## src/rtl/timer_pkg.sv

```systemverilog
// Shared definitions for the timer re-arm sequencer: register map defaults,
// TCR/TSR bit positions and the sequencer state encoding.
package timer_pkg;

    localparam logic [7:0] ADDR_TDR_DEF = 8'h00;
    localparam logic [7:0] ADDR_TCR_DEF = 8'h01;
    localparam logic [7:0] ADDR_TSR_DEF = 8'h02;

    localparam int TCR_LOAD_BIT = 7;
    localparam int TCR_EN_BIT   = 4;
    localparam int TSR_OVF_BIT  = 0;
    localparam int TSR_UDF_BIT  = 1;

    localparam logic [7:0] TCR_LOAD_MASK = 8'(1 << TCR_LOAD_BIT);
    localparam logic [7:0] TCR_EN_MASK   = 8'(1 << TCR_EN_BIT);

    typedef enum logic [2:0] {
        S_IDLE,
        S_WR_TDR,
        S_WR_LD,
        S_WR_RUN,
        S_WAIT,
        S_RD_TSR,
        S_WR_CLR,
        S_WR_OFF
    } state_t;

endpackage

```

## src/rtl/timer_reload_seq_if.sv

```systemverilog
// APB register-bus bundle between the sequencer (master) and the timer (slave).
interface timer_reload_seq_if;

    logic       psel;
    logic       penable;
    logic       pwrite;
    logic [7:0] paddr;
    logic [7:0] pwdata;
    logic [7:0] prdata;
    logic       pready;
    logic       pslverr;

    modport master (
        output psel, penable, pwrite, paddr, pwdata,
        input  prdata, pready, pslverr
    );

    modport slave (
        input  psel, penable, pwrite, paddr, pwdata,
        output prdata, pready, pslverr
    );

endinterface

```

## src/rtl/timer_reload_seq_apb_mst_xfer.sv

```systemverilog
// Single APB transfer engine: while start_i is held it runs one setup phase
// followed by access phases until pready, then pulses done_o.
module apb_mst_xfer (
    input  logic       clk_i,
    input  logic       rst_ni,
    input  logic       start_i,
    input  logic       wr_i,
    input  logic [7:0] addr_i,
    input  logic [7:0] wdata_i,
    output logic       done_o,
    output logic [7:0] rdata_o,
    output logic       slverr_o,
    timer_reload_seq_if.master apb
);

    logic access_q, access_d;

    always_comb begin
        access_d = access_q;
        if (!start_i) begin
            access_d = 1'b0;
        end else if (!access_q) begin
            access_d = 1'b1;
        end else if (apb.pready) begin
            access_d = 1'b0;
        end
    end

    always_ff @(posedge clk_i or negedge rst_ni) begin
        if (!rst_ni) begin
            access_q <= 1'b0;
        end else begin
            access_q <= access_d;
        end
    end

    // Bus drives are gated by start_i so a reset of the caller drops the bus at once.
    assign apb.psel    = start_i;
    assign apb.penable = start_i & access_q;
    assign apb.pwrite  = start_i & wr_i;
    assign apb.paddr   = start_i ? addr_i  : 8'h00;
    assign apb.pwdata  = start_i ? wdata_i : 8'h00;

    assign done_o   = start_i & access_q & apb.pready;
    assign rdata_o  = apb.prdata;
    assign slverr_o = done_o & apb.pslverr;

endmodule

```

## src/rtl/timer_reload_seq.sv

```systemverilog
// Autonomous APB re-arm sequencer for the 8-bit timer.
// Build option: TIMER_RELOAD_SEQ_SPUR_CHK_EN enables the TSR read that filters spurious events.
module timer_reload_seq
    import timer_pkg::*;
#(
    parameter logic [7:0] ADDR_TDR = ADDR_TDR_DEF,
    parameter logic [7:0] ADDR_TCR = ADDR_TCR_DEF,
    parameter logic [7:0] ADDR_TSR = ADDR_TSR_DEF
) (
    input  logic       pclk,
    input  logic       presetn,
    input  logic       arm,
    input  logic       stop,
    input  logic [7:0] reload_val,
    input  logic [7:0] tcr_val,
    input  logic [7:0] reload_cnt,
    input  logic       tmr_ovf,
    input  logic       tmr_udf,
    timer_reload_seq_if.master apb,
    output logic       busy,
    output logic       done,
    output logic       err,
    output logic [7:0] spur_cnt,
    output logic [7:0] reloads_done
);

    state_t     state_q, state_d;
    logic [7:0] reload_val_q, tcr_val_q, reload_cnt_q, reloads_done_q;
    logic       stop_pend_q, reload_pass_q, by_count_q, err_q, done_q;

    logic       xfer_start, xfer_wr, xfer_done, xfer_slverr;
    logic [7:0] xfer_addr, xfer_wdata, xfer_rdata;
    logic       stop_seen, count_hit, tsr_flagged, accept_arm;

    assign accept_arm  = (state_q == S_IDLE) && arm;
    assign stop_seen   = stop | stop_pend_q;
    assign count_hit   = (reload_cnt_q != 8'h00) && (reloads_done_q == reload_cnt_q);
    assign tsr_flagged = xfer_rdata[TSR_OVF_BIT] | xfer_rdata[TSR_UDF_BIT];

    apb_mst_xfer u_xfer (
        .clk_i    (pclk),
        .rst_ni   (presetn),
        .start_i  (xfer_start),
        .wr_i     (xfer_wr),
        .addr_i   (xfer_addr),
        .wdata_i  (xfer_wdata),
        .done_o   (xfer_done),
        .rdata_o  (xfer_rdata),
        .slverr_o (xfer_slverr),
        .apb      (apb)
    );

    always_comb begin
        state_d    = state_q;
        xfer_start = 1'b0;
        xfer_wr    = 1'b1;
        xfer_addr  = 8'h00;
        xfer_wdata = 8'h00;
        unique case (state_q)
            S_IDLE: begin
                if (arm) state_d = S_WR_TDR;
            end
            S_WR_TDR: begin
                xfer_start = 1'b1;
                xfer_addr  = ADDR_TDR;
                xfer_wdata = reload_val_q;
                if (xfer_done) state_d = stop_seen ? S_WR_OFF : S_WR_LD;
            end
            S_WR_LD: begin
                xfer_start = 1'b1;
                xfer_addr  = ADDR_TCR;
                xfer_wdata = tcr_val_q | TCR_LOAD_MASK;
                if (xfer_done) state_d = stop_seen ? S_WR_OFF : S_WR_RUN;
            end
            S_WR_RUN: begin
                xfer_start = 1'b1;
                xfer_addr  = ADDR_TCR;
                xfer_wdata = (tcr_val_q & ~TCR_LOAD_MASK) | TCR_EN_MASK;
                if (xfer_done) state_d = stop_seen ? S_WR_OFF : S_WAIT;
            end
            S_WAIT: begin
                if (stop) begin
                    state_d = S_WR_OFF;
                end else if (tmr_ovf | tmr_udf) begin
`ifdef TIMER_RELOAD_SEQ_SPUR_CHK_EN
                    state_d = S_RD_TSR;
`else
                    state_d = S_WR_CLR;
`endif
                end
            end
            S_RD_TSR: begin
                xfer_start = 1'b1;
                xfer_wr    = 1'b0;
                xfer_addr  = ADDR_TSR;
                if (xfer_done) begin
                    if (stop_seen)        state_d = S_WR_OFF;
                    else if (tsr_flagged) state_d = S_WR_CLR;
                    else                  state_d = S_WAIT;
                end
            end
            S_WR_CLR: begin
                xfer_start = 1'b1;
                xfer_addr  = ADDR_TSR;
                xfer_wdata = 8'h00;
                if (xfer_done) state_d = (count_hit || stop_seen) ? S_WR_OFF : S_WR_TDR;
            end
            S_WR_OFF: begin
                xfer_start = 1'b1;
                xfer_addr  = ADDR_TCR;
                xfer_wdata = tcr_val_q & ~(TCR_LOAD_MASK | TCR_EN_MASK);
                if (xfer_done) state_d = S_IDLE;
            end
        endcase
        // A slave error abandons the sequence without switching the timer off.
        if (xfer_slverr) state_d = S_IDLE;
    end

    always_ff @(posedge pclk or negedge presetn) begin
        if (!presetn) begin
            state_q        <= S_IDLE;
            reload_val_q   <= 8'h00;
            tcr_val_q      <= 8'h00;
            reload_cnt_q   <= 8'h00;
            reloads_done_q <= 8'h00;
            stop_pend_q    <= 1'b0;
            reload_pass_q  <= 1'b0;
            by_count_q     <= 1'b0;
            err_q          <= 1'b0;
            done_q         <= 1'b0;
        end else begin
            state_q <= state_d;
            done_q  <= 1'b0;
            if (accept_arm) begin
                reload_val_q   <= reload_val;
                tcr_val_q      <= tcr_val;
                reload_cnt_q   <= reload_cnt;
                reloads_done_q <= 8'h00;
                stop_pend_q    <= 1'b0;
                reload_pass_q  <= 1'b0;
                by_count_q     <= 1'b0;
                err_q          <= 1'b0;
            end else begin
                if (stop && state_q != S_IDLE) stop_pend_q <= 1'b1;
                if (xfer_slverr) err_q <= 1'b1;
                if (state_q == S_WR_RUN && xfer_done && !xfer_slverr && reload_pass_q)
                    reloads_done_q <= reloads_done_q + 8'd1;
                if (state_q == S_WR_CLR && xfer_done && !xfer_slverr) begin
                    reload_pass_q <= 1'b1;
                    by_count_q    <= count_hit;
                end
                if (state_q == S_WR_OFF && xfer_done && !xfer_slverr) done_q <= by_count_q;
                if (state_d == S_IDLE) stop_pend_q <= 1'b0;
            end
        end
    end

`ifdef TIMER_RELOAD_SEQ_SPUR_CHK_EN
    logic [7:0] spur_cnt_q;
    logic       spur_hit;

    assign spur_hit = (state_q == S_RD_TSR) && xfer_done && !xfer_slverr && !tsr_flagged;

    always_ff @(posedge pclk or negedge presetn) begin
        if (!presetn) begin
            spur_cnt_q <= 8'h00;
        end else if (accept_arm) begin
            spur_cnt_q <= 8'h00;
        end else if (spur_hit && spur_cnt_q != 8'hFF) begin
            spur_cnt_q <= spur_cnt_q + 8'd1;
        end
    end

    assign spur_cnt = spur_cnt_q;
`else
    assign spur_cnt = 8'h00;
`endif

    assign busy         = (state_q != S_IDLE);
    assign done         = done_q;
    assign err          = err_q;
    assign reloads_done = reloads_done_q;

endmodule

```

## src/flat_wrapper.sv

```systemverilog
// flat-port wrapper written by rule: the top's interface ports become plain ports
module timer_reload_seq_flat import timer_pkg::*;
#(
    parameter logic [7:0] ADDR_TDR = ADDR_TDR_DEF,
    parameter logic [7:0] ADDR_TCR = ADDR_TCR_DEF,
    parameter logic [7:0] ADDR_TSR = ADDR_TSR_DEF
)
  (pclk, presetn, arm, stop, reload_val, tcr_val, reload_cnt, tmr_ovf, tmr_udf, busy, done, err, spur_cnt, reloads_done, apb_psel, apb_penable, apb_pwrite, apb_paddr, apb_pwdata, apb_prdata, apb_pready, apb_pslverr);
  timer_reload_seq_if apb_i ();
  input  logic pclk;
  input  logic presetn;
  input  logic arm;
  input  logic stop;
  input  logic [7:0] reload_val;
  input  logic [7:0] tcr_val;
  input  logic [7:0] reload_cnt;
  input  logic tmr_ovf;
  input  logic tmr_udf;
  output logic busy;
  output logic done;
  output logic err;
  output logic [7:0] spur_cnt;
  output logic [7:0] reloads_done;
  output wire logic [$bits(apb_i.psel)-1:0] apb_psel;
  output wire logic [$bits(apb_i.penable)-1:0] apb_penable;
  output wire logic [$bits(apb_i.pwrite)-1:0] apb_pwrite;
  output wire logic [$bits(apb_i.paddr)-1:0] apb_paddr;
  output wire logic [$bits(apb_i.pwdata)-1:0] apb_pwdata;
  input wire logic [$bits(apb_i.prdata)-1:0] apb_prdata;
  input wire logic [$bits(apb_i.pready)-1:0] apb_pready;
  input wire logic [$bits(apb_i.pslverr)-1:0] apb_pslverr;
  assign apb_psel = apb_i.psel;
  assign apb_penable = apb_i.penable;
  assign apb_pwrite = apb_i.pwrite;
  assign apb_paddr = apb_i.paddr;
  assign apb_pwdata = apb_i.pwdata;
  assign apb_i.prdata = apb_prdata;
  assign apb_i.pready = apb_pready;
  assign apb_i.pslverr = apb_pslverr;
  timer_reload_seq #(.ADDR_TDR(ADDR_TDR), .ADDR_TCR(ADDR_TCR), .ADDR_TSR(ADDR_TSR)) u_core (.pclk(pclk), .presetn(presetn), .arm(arm), .stop(stop), .reload_val(reload_val), .tcr_val(tcr_val), .reload_cnt(reload_cnt), .tmr_ovf(tmr_ovf), .tmr_udf(tmr_udf), .apb(apb_i), .busy(busy), .done(done), .err(err), .spur_cnt(spur_cnt), .reloads_done(reloads_done));
endmodule
```

## config.mk

```make
export PLATFORM = sky130hd
export DESIGN_NAME = timer_reload_seq_flat
export DESIGN_NICKNAME = d
export VERILOG_FILES = /design/src/rtl/timer_pkg.sv /design/src/rtl/timer_reload_seq_if.sv /design/src/rtl/timer_reload_seq_apb_mst_xfer.sv /design/src/rtl/timer_reload_seq.sv /design/src/flat_wrapper.sv
export SDC_FILE = /design/constraint.sdc
export NUM_CORES = 1
export LEC_CHECK = 0
export ABC_AREA = 1
export CAP_MARGIN = 20
export CORE_UTILIZATION = 42
export DETAILED_ROUTE_END_ITERATION = 16
export PLACE_DENSITY = 0.77
export SLEW_MARGIN = 40
export SYNTH_ARGS = -nofsm -noshare
export SYNTH_HDL_FRONTEND = slang
export SYNTH_HIERARCHICAL = 1
export SYNTH_SLANG_ARGS = --single-unit
```

## constraint.sdc

```tcl
create_clock -name pclk -period 1.7 [get_ports pclk]
set_input_delay 0.34 -clock pclk [delete_from_list [all_inputs] [get_ports pclk]]
set_output_delay 0.34 -clock pclk [all_outputs]
set_load 0.02 [all_outputs]
```

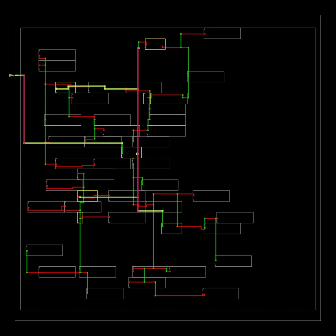
**Above:** run 1 (the clock network).
clock skew: 13.2 ps
clock buf count: 6

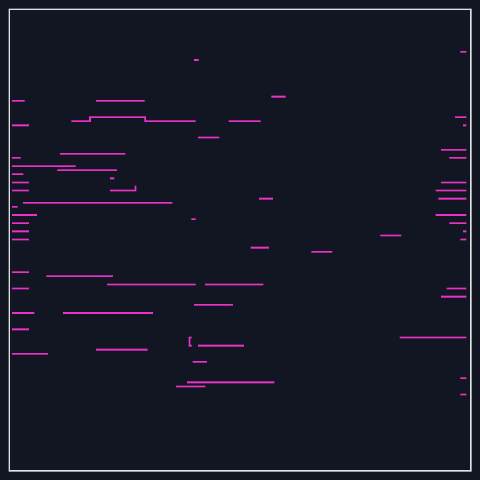
**Above:** run 1 (met3 routing).
(6 px per µm)
longest straight run: 24.6 µm
share of all routed wire: 4.6%
nets with wire on the layer: 52
main direction: horizontal

==> impl_metrics.json, run 1 <==
{
  "met1_length_mm": 2.73,
  "timing.setup.tns_ps": -5840,
  "cts.reportedPaths.clkPinSlew_ps": 80,
  "clkCellAreaFrac": 0.0210,
  "taps": 70,
  "cp-start-kind": "flop",
  "final_cell_count_no_fill": 516,
  "io_buffers": 56,
  "seq_share": 0.271,
  "rows": 26,
  "crit_type": "reg2reg",
  "logic_area_um2": 1160,
  "maxSlewViolCount": 0,
  "area.sequential_um2": 1000,
  "worstMarginPinSlew_ps": 503,
  "antenna_found_initial": 0,
  "power_frac_seq": 0.262,
  "die_w_um": 76.7,
  "place_area_um2": 3210,
  "internal-power_mw": 3.41,
  "violations": "setup timing",
  "viasPerCell": 4.72,
  "cts_hold_buf": 0,
  "fin_crit_sh": 1.16,
  "setup_viol": 47,
  "fillers": 414,
  "max_freq_ghz": 0.507,
  "diodes": 0,
  "comb_share": 0.315,
  "core_area_um2": 5240,
  "antenna_left": 0,
  "gr-total-overflow": 0,
  "clockPowerShare": 0.100,
  "root_buffer": "clkbuf_8",
  "crit_buf_inv": 7,
  "path_delay_family": "simple AND/OR/NAND/NOR gates",
  "power_density_nw_per_um2": 1650,
  "gr-usage-all-layers": 0.208,
  "fin_nets": 487,
  "drtPass1Iterations": 4,
  "cts_resized": 98,
  "reg2reg_from": "u_core/state_q[0]",
  "fp_util": 0.447,
  "htreeDepth": 2,
  "top_power_group": "combinational cells",
  "fin_ws_ps": -272,
  "outcome": "finished, violations left",
  "grt_pass1_vias": 2270
}
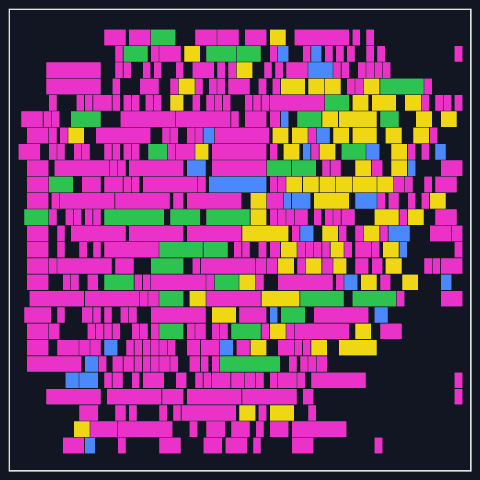
**Above:** run 1 (cell sizes after repair).
(6 px per µm)
legend:
  blue:
    size: drive 2
    cells: 28
    share: 6.3%
  yellow:
    size: drive 3 to 4
    cells: 65
    share: 15%
    most_used: buf_4
  green:
    size: drive 6 and up
    cells: 30
    share: 6.7%
    most_used: buf_6
  magenta:
    size: drive 1 or less
    cells: 323
    share: 72%
    most_used: nand2_1

**Run 1: wire density map**

(4 px per µm) The die is cut into 15 by 15 equal tiles; black is low, pale yellow is high, scaled to the fullest tile. Values are wire area over tile area, all layers added.
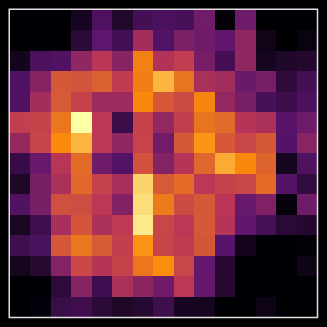

--- run 2 (diff from run 1) ---
- SETUP_SLACK_MARGIN: default -> 0.02
- clock period: 1.7 -> 1.8 ns (I/O delays scaled with it)
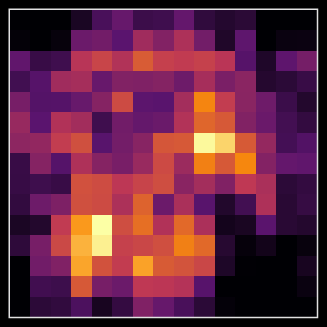
**Above:** run 2 (wire density map).
(4 px per µm) The die is cut into 15 by 15 equal tiles; black is low, pale yellow is high, scaled to the fullest tile. Values are wire area over tile area, all layers added.
fullest tile: 0.52
tiles over half the peak: 23%
mean over tiles: 0.16
emptiest ninth of the die: lower right
nearly empty tiles: 12%

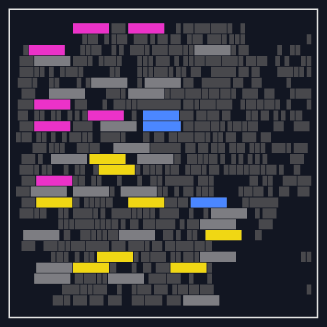
**Above:** run 2 (sequential cells grouped by signal name).
(4 px per µm)
legend:
  magenta:
    name_in_the_netlist: u_core/tcr_val_q
    flops: 7
  blue:
    name_in_the_netlist: u_core/state_q
    flops: 3
  yellow:
    name_in_the_netlist: u_core/reload_cnt_q
    flops: 8

==> run 2 against run 1 <==
Compared with the run above:
- critical endpoint is now u_core/reloads_done[7]
- worst hold slack improved by 40 ps
- register-to-register slack gained 50 ps
- cell count down 1.9%
- sequential share of layout area up 1.0 points
- the flow still finishes with violations (setup timing)
- clock skew fell by 6.8 ps
==> impl_metrics.json, run 2 <==
{
  "outcome": "finished, violations left",
  "violations": "setup timing",
  "area.sequential_um2": 1000,
  "crit_type": "reg2reg",
  "fin_nets": 476,
  "setup_viol": 18,
  "cp-start-kind": "flop",
  "cts.reportedPaths.clkPinSlew_ps": 80,
  "cts_hold_buf": 0,
  "root_buffer": "clkbuf_8",
  "crit_buf_inv": 5,
  "die_w_um": 76.7,
  "io_buffers": 56,
  "met1_length_mm": 2.61,
  "core_area_um2": 5240,
  "maxSlewViolCount": 0,
  "clkCellAreaFrac": 0.0355,
  "antenna_found_initial": 0,
  "max_freq_ghz": 0.495,
  "fin_ws_ps": -219,
  "reg2reg_from": "u_core/state_q[0]",
  "antenna_left": 0,
  "place_area_um2": 3220,
  "logic_area_um2": 1150,
  "power_density_nw_per_um2": 1560,
  "viasPerCell": 4.71,
  "rows": 26,
  "worstMarginPinSlew_ps": 504
}
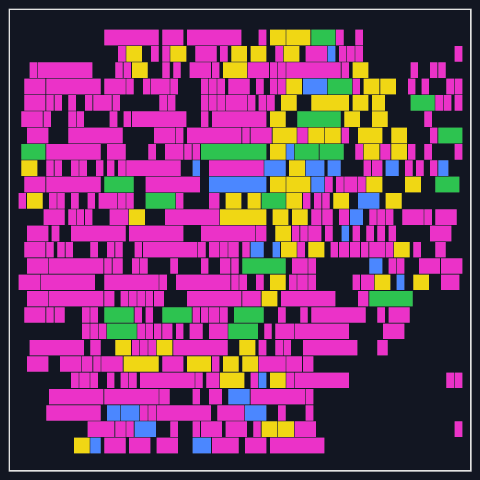
**Above:** run 2 (cell sizes after repair).
(6 px per µm)
legend:
  blue:
    size: drive 2
    cells: 26
    share: 6.0%
    most_used: inv_2
  yellow:
    size: drive 3 to 4
    cells: 64
    share: 15%
    most_used: buf_4
  magenta:
    size: drive 1 or less
    cells: 326
    share: 75%
    most_used: nand2_1
  green:
    size: drive 6 and up
    cells: 20
    share: 4.6%
    most_used: buf_6

--- run 3 (diff from run 2) ---
- GPL_TIMING_DRIVEN: default -> 0
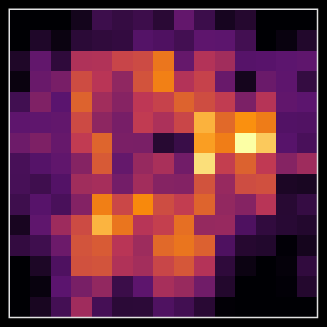
**Above:** run 3 (wire density map).
(4 px per µm) The die is cut into 15 by 15 equal tiles; black is low, pale yellow is high, scaled to the fullest tile. Values are wire area over tile area, all layers added.
mean over tiles: 0.17
emptiest ninth of the die: lower right
tiles over half the peak: 24%
fullest tile: 0.52
nearly empty tiles: 9.8%

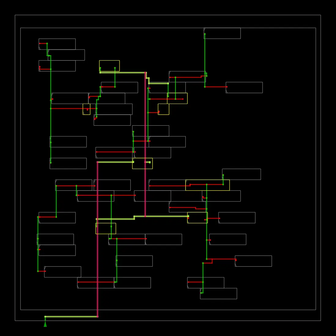
**Above:** run 3 (the clock network).
clock buf count: 5
clock group power: 0.725 mW
Seq cells: 40
clk sinks: 40
clock skew: 2.11 ps

==> run 3 against run 2 <==
Compared with the run above:
- the run still ends with setup timing left
- first-iteration DRC count is 12% lower
- flip-flop count stayed put
- die area stayed put
- routed wire length increased by 0.64%
- non-clock buffer count fell by 6
- synthesized cell count is the same
- clock-buffer cell count decreased by 2
- register-to-register slack better by 130 ps
- largest power group unchanged
==> impl_metrics.json, run 3 <==
{
  "fin_nets": 471,
  "logic_area_um2": 1210,
  "diodes": 0,
  "gr-usage-all-layers": 0.210,
  "htreeDepth": 2,
  "reg2reg_from": "u_core/state_q[0]",
  "max_freq_ghz": 0.514,
  "outcome": "finished, violations left",
  "antenna_found_initial": 0,
  "met1_length_mm": 2.65,
  "power_frac_seq": 0.273,
  "top_power_group": "combinational cells",
  "cts_resized": 93,
  "comb_share": 0.339,
  "grt_pass1_vias": 2229,
  "maxSlewViolCount": 0,
  "dp_hpwl_mm": 3.92,
  "rows": 26,
  "crit_type": "reg2out",
  "place_area_um2": 3030,
  "viasPerCell": 4.69,
  "power_density_nw_per_um2": 1570,
  "violations": "setup timing",
  "path_delay_family": "flip-flops",
  "clockPowerShare": 0.129,
  "core_area_um2": 5240,
  "worstMarginPinSlew_ps": 503,
  "gr-total-overflow": 0,
  "fin_crit_sh": 1.08,
  "io_buffers": 54,
  "die_w_um": 76.7,
  "setup_viol": 17,
  "internal-power_mw": 3.14,
  "p_total_mw": 5.60,
  "drtPass1Iterations": 4,
  "required_ps": 1440,
  "timing.setup.tns_ps": -1090,
  "antenna_left": 0,
  "final_cell_count_no_fill": 501,
  "cts.reportedPaths.clkPinSlew_ps": 80,
  "root_buffer": "clkbuf_8",
  "fp_util": 0.447,
  "fin_ws_ps": -147,
  "taps": 70
}
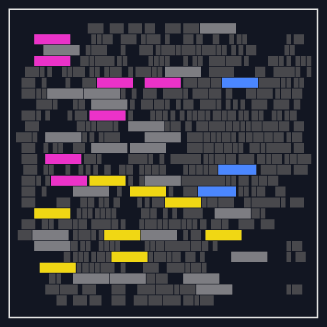
**Above:** run 3 (sequential cells grouped by signal name).
(4 px per µm)
legend:
  magenta:
    name_in_the_netlist: u_core/tcr_val_q
    flops: 7
  blue:
    name_in_the_netlist: u_core/state_q
    flops: 3
  yellow:
    name_in_the_netlist: u_core/reload_cnt_q
    flops: 8
Final Util: 0.679
P_seq: 1.53 mW
Flop area: 1000 µm²
sequential cell area share: 0.282

Power is estimated from default activity; no workload was simulated.
